**src/rtl/cfg_bitstream_tx.sv**
```systemverilog
// Byte-to-serial transmitter for the fabric configuration shift chain.
// Bytes arrive over valid/ready, shift out MSB-first, then a latch strobe and done pulse.
module cfg_bitstream_tx #(
  parameter int CHAIN_LEN = 144,
  parameter int DIV       = 1,
  parameter int CNT_W     = $clog2(CHAIN_LEN + 1)
) (
  input  logic             i_clk,
  input  logic             i_rst,
  input  logic             i_start,
  input  logic [7:0]       i_byte_in,
  input  logic             i_byte_valid,
  output logic             o_byte_ready,
  output logic             o_cfg_data,
  output logic             o_cfg_en,
  output logic             o_cfg_latch,
  output logic             o_busy,
  output logic             o_done,
  output logic [CNT_W-1:0] o_bit_cnt
);

  localparam int DIV_W = (DIV > 1) ? $clog2(DIV) : 1;

  typedef enum logic [2:0] {StIdle, StWait, StShift, StLatch, StDone} state_e;

  state_e           r_state;
  logic [7:0]       r_shift;
  logic [3:0]       r_byte_cnt;
  logic [DIV_W-1:0] r_div;

  logic [31:0] w_remain;
  logic        w_last_bit;
  logic        w_en_next;

  assign w_remain   = 32'(CHAIN_LEN) - 32'(o_bit_cnt);
  assign w_last_bit = (32'(o_bit_cnt) + 32'd1) == 32'(CHAIN_LEN);
  // Divider is one cycle short of the enable cycle: raise cfg_en for the next cycle.
  assign w_en_next  = (32'(r_div) + 32'd1) == 32'(DIV - 1);

  always_ff @(posedge i_clk) begin
    if (i_rst) begin
      r_state      <= StIdle;
      r_shift      <= '0;
      r_byte_cnt   <= '0;
      r_div        <= '0;
      o_byte_ready <= 1'b0;
      o_cfg_data   <= 1'b0;
      o_cfg_en     <= 1'b0;
      o_cfg_latch  <= 1'b0;
      o_busy       <= 1'b0;
      o_done       <= 1'b0;
      o_bit_cnt    <= '0;
    end else begin
      o_cfg_en    <= 1'b0;
      o_cfg_latch <= 1'b0;
      o_done      <= 1'b0;
      unique case (r_state)
        StIdle: begin
          if (i_start) begin
            r_state      <= StWait;
            o_bit_cnt    <= '0;
            o_byte_ready <= 1'b1;
            o_busy       <= 1'b1;
          end
        end
        StWait: begin
          if (i_byte_valid) begin
            r_state      <= StShift;
            r_shift      <= i_byte_in;
            r_byte_cnt   <= (w_remain >= 32'd8) ? 4'd8 : w_remain[3:0];
            r_div        <= '0;
            o_byte_ready <= 1'b0;
            o_cfg_data   <= i_byte_in[7];
            o_cfg_en     <= (DIV == 1);
          end
        end
        StShift: begin
          if (o_cfg_en) begin
            r_shift    <= {r_shift[6:0], 1'b0};
            r_byte_cnt <= r_byte_cnt - 4'd1;
            r_div      <= '0;
            o_bit_cnt  <= o_bit_cnt + CNT_W'(1);
            if (r_byte_cnt == 4'd1) begin
              o_cfg_data <= 1'b0;
              if (w_last_bit) begin
                r_state     <= StLatch;
                o_cfg_latch <= 1'b1;
              end else begin
                r_state      <= StWait;
                o_byte_ready <= 1'b1;
              end
            end else begin
              o_cfg_data <= r_shift[6];
              o_cfg_en   <= (DIV == 1);
            end
          end else begin
            r_div    <= r_div + DIV_W'(1);
            o_cfg_en <= w_en_next;
          end
        end
        StLatch: begin
          r_state <= StDone;
          o_done  <= 1'b1;
          o_busy  <= 1'b0;
        end
        StDone: begin
          r_state <= StIdle;
        end
        default: r_state <= StIdle;
      endcase
    end
  end

endmodule
```
**config.mk**
```make
export PLATFORM = sky130hd
export DESIGN_NAME = cfg_bitstream_tx
export DESIGN_NICKNAME = d
export VERILOG_FILES = /design/src/rtl/cfg_bitstream_tx.sv
export SDC_FILE = /design/constraint.sdc
export NUM_CORES = 1
export LEC_CHECK = 0
export ABC_AREA = 1
export CAP_MARGIN = 20
export CELL_PAD_IN_SITES_DETAIL_PLACEMENT = 1
export CELL_PAD_IN_SITES_GLOBAL_PLACEMENT = 1
export CORE_UTILIZATION = 34
export CTS_CLUSTER_DIAMETER = 200
export CTS_CLUSTER_SIZE = 16
export DETAILED_ROUTE_END_ITERATION = 8
export PLACE_DENSITY = 0.73
export SKIP_CTS_REPAIR_TIMING = 1
export SKIP_LAST_GASP = 1
export SYNTH_ARGS = -nofsm -noshare
export SYNTH_HDL_FRONTEND = slang
export SYNTH_SLANG_ARGS = --single-unit
```
**constraint.sdc**
```tcl
create_clock -name i_clk -period 1.65 [get_ports i_clk]
set_clock_uncertainty 0.2 [all_clocks]
set_input_delay 0.33 -clock i_clk [delete_from_list [all_inputs] [get_ports i_clk]]
set_output_delay 0.33 -clock i_clk [all_outputs]
set_load 0.02 [all_outputs]
```
Figure 1. Clock nets (run 1).
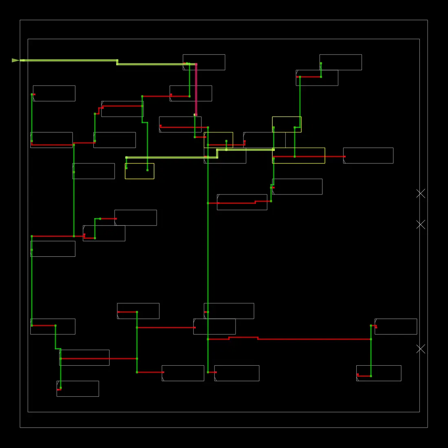
Skew-Pair Late Insertion Delay: 0.28 ns
clkbuf count: 4
clk pwr: 505 µW
Clock Sinks: 28
Flop Count: 28

Figure 2. The metal 2 layer (run 1).
Drawn at 6 px/µm. Cells faint in the background.
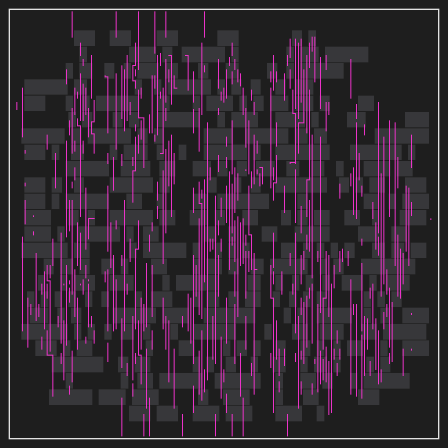
share of all routed wire: 49%
nets with wire on the layer: 254
main direction: vertical

Figure 3. Placed cells, one colour a class (run 1).
Drawn at 6 px/µm. Fill, decap, tap and diode cells in grey.
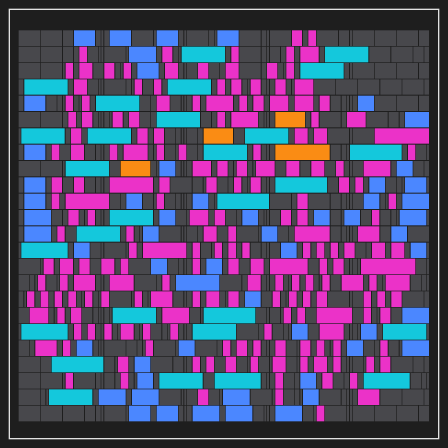
[cyan] flip-flops | cells: 28
[blue] other buffers and delay cells | cells: 56
[orange] clock drivers and dummy loads | cells: 4
[magenta] all other logic | cells: 194

==> flow_summary_export.csv, run 1 <==
group,metric,value,unit
global_routing,grt.total_usage,18.3,%
floorplan,num_rows,24,
run,max-cap-violations,0,
final_timing,rsz0062_at_grt,"yes",
pwr,maxPowerGroup,"combinational cells",
worst_setup_path,path_depth,1,
synth,top_cells_by_count,"nand2_1, dfxtp_1, a21oi_1, nand3_1, inv_1",
worst_setup_path,critPathBufInv,1,
hold_path,min_from,"o_busy$_SDFFE_PP0P_",
layout,logic_area,990,µm²
status,violations,"design-rule violations, negative setup slack",
synth,synth-async-reset-ratio,0,%
global_routing,grt_pass1_wl,7400,µm
route,drtPass1Iterations,6,
worst_setup_path,cp-startpoint,"o_bit_cnt[2]$_SDFFE_PP0P_",
route,vias,1673,
final_timing,period_minus_slack,1.81,ns
final_timing,final.setup.tns,-0.358,ns
route,drc,3,
final_timing,final-setup-viol-count,6,
route,drt-met1-wl,2230,µm
layout,signal_buffers,56,
route,avgViaCountPerCell,5.01,
pwr,p_seq,890,µW
synth,synth.net_count,248,
synth,adder_share,3.83,%
final_timing,timing.final.ws_setup,-0.158,ns
pwr,pwr-share-seq,37.7,%
status,status,"finished, violations left",
placement,port_buffers,25,
Figure 4. I/O pins on the die edge (run 1).
Drawn at 4 px/µm. Pins as bars across the die edge, other pins in grey.
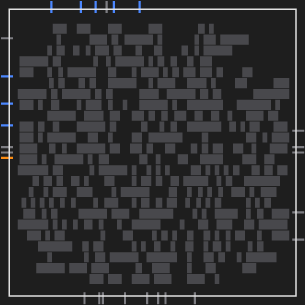

==> run 1 -> run 2 <==
Settings changed: MAX_ROUTING_LAYER set to met4, PLACE_DENSITY 0.73 to not set, PLACE_DENSITY_LB_ADDON set to 0.1.
Figure 5. I/O pins on the die edge (run 2).
Drawn at 4 px/µm. Pins as bars across the die edge, other pins in grey.
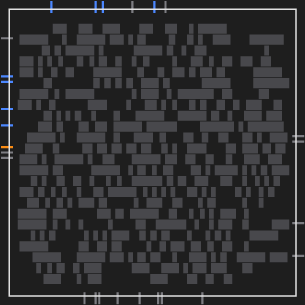
[blue] i_byte_in | pins: 8 | direction: input | edge: 4 west, 4 north
[orange] o_cfg_en | pins: 1 | direction: output | edge: west
Die Span Y: 71.3 µm
chip width: 71.3 µm
IO buf count: 25

Figure 6. Clock wires, drivers and flops (run 2).
Drawn at 8 px/µm.
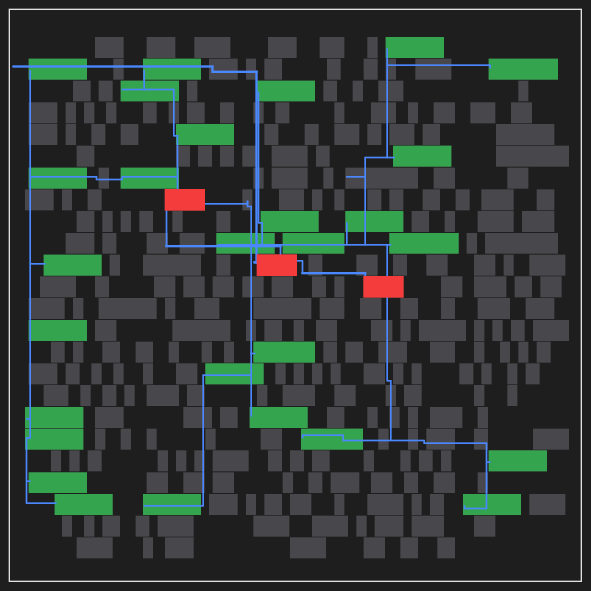
[red] cells driving clock nets | count: 3
[blue] clock wires | length: 411 µm
[green] flip-flops | count: 28
routed clock nets: 4
clk pwr: 498 µW
clock share of power: 21.3%

==> flow_summary_export.csv, run 2 <==
group,metric,value,unit
final_timing,final.setup.tns,-0.383,ns
status,status,"finished, violations left",
layout,seq_cells,28,
cts,clock-sinks,28,
final_timing,timing.final.ws_setup,-0.114,ns
final_timing,final-setup-viol-count,6,
layout,clkbuf_count,4,
run,max-cap-violations,0,
synth,synth-async-reset-ratio,0,%
final_timing,period_minus_slack,1.76,ns
hold_path,min_from,"o_byte_ready$_SDFFE_PP0P_",
global_routing,grt_pass1_wl,7760,µm
global_routing,grt.total_usage,20.1,%
status,violations,"negative setup slack",
floorplan,num_rows,24,
pwr,p_seq,886,µW
route,drc,0,
pwr,pwr-share-seq,38.0,%
cts,clock.latency.late_pin,0.28,ns
worst_setup_path,cp-startpoint,"o_bit_cnt[1]$_SDFFE_PP0P_",
worst_setup_path,path_depth,10,
pwr,maxPowerGroup,"combinational cells",
layout,logic_area,1010,µm²
Figure 7. Clock nets (run 2).
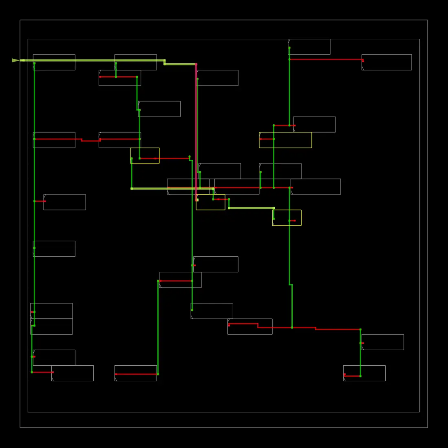

==> run 2 -> run 3 <==
Settings changed: REMOVE_ABC_BUFFERS set to 1.
Figure 8. Clock nets (run 3).
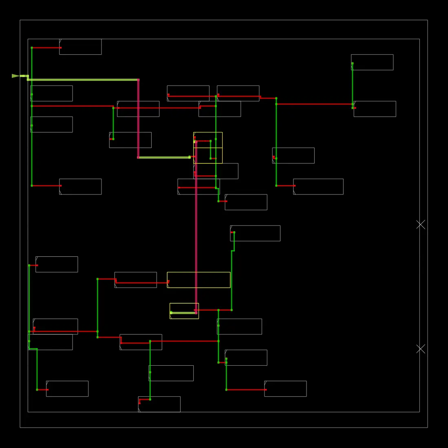
clk pwr: 560 µW
clkbuf count: 3
TritonCTS buffer count: 3

Figure 9. The metal 2 layer (run 3).
Drawn at 6 px/µm. Cells faint in the background.
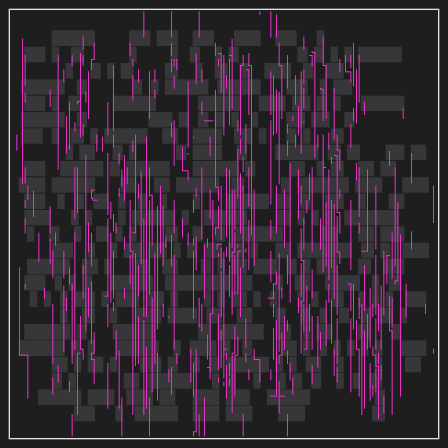
nets with wire on the layer: 260
share of all routed wire: 51%
wire length on this layer: 2370 µm
main direction: vertical
longest straight run: 29.9 µm
final WL: 4670 µm
via count: 1705
grt met2 use: 32.9%

==> flow_summary_export.csv, run 3 <==
group,metric,value,unit
route,drc,2,
floorplan,die_x,71.3,µm
cts,h-tree-depth,1,
status,status,"finished, violations left",
final_timing,final-setup-viol-count,4,
final_timing,period_minus_slack,1.90,ns
route,drt-met1-wl,2160,µm
synth,synth-async-reset-ratio,0,%
global_routing,grt_pass1_wl,7670,µm
synth,top_cells_by_count,"nand2_1, dfxtp_1, a21oi_1, nand3_1, inv_1",
route,drtPass1Iterations,6,
pwr,p_seq,882,µW
pwr,p_leak,1.22,nW
worst_setup_path,cp-startpoint,"o_bit_cnt[2]$_SDFFE_PP0P_",
worst_setup_path,crit_chain,"clkdlybuf4s50_1",
pwr,comb_power_share,40.0,%
worst_setup_path,path_depth,1,
final_timing,final.setup.tns,-0.425,ns
floorplan,fp_util,36.5,%
layout,signal_buffers,63,
pwr,maxPowerGroup,"combinational cells",
cts,clock-sinks,28,
pwr,pwr-share-seq,36.7,%
synth,adder_share,3.83,%
layout,largest_class,"multi-input combinational cells",
layout,seq_share,23.8,%
cts,clock.latency.late_pin,0.28,ns
placement,port_buffers,25,
floorplan,num_rows,24,
worst_setup_path,critPathBufInv,1,
cts,path_clk_slew,0.10,ns
run,max-cap-violations,0,
pwr,clock_power_share,23.3,%
final_timing,timing.final.ws_setup,-0.253,ns
hold_path,min_from,"o_busy$_SDFFE_PP0P_",
status,violations,"design-rule violations, negative setup slack",
worst_setup_path,slowest_stage,"clkdlybuf4s50_1",
floorplan,die_h,71.3,µm
global_routing,grt.total_usage,19.5,%
route,avgViaCountPerCell,5.00,
Power is estimated from default activity; no workload was simulated.
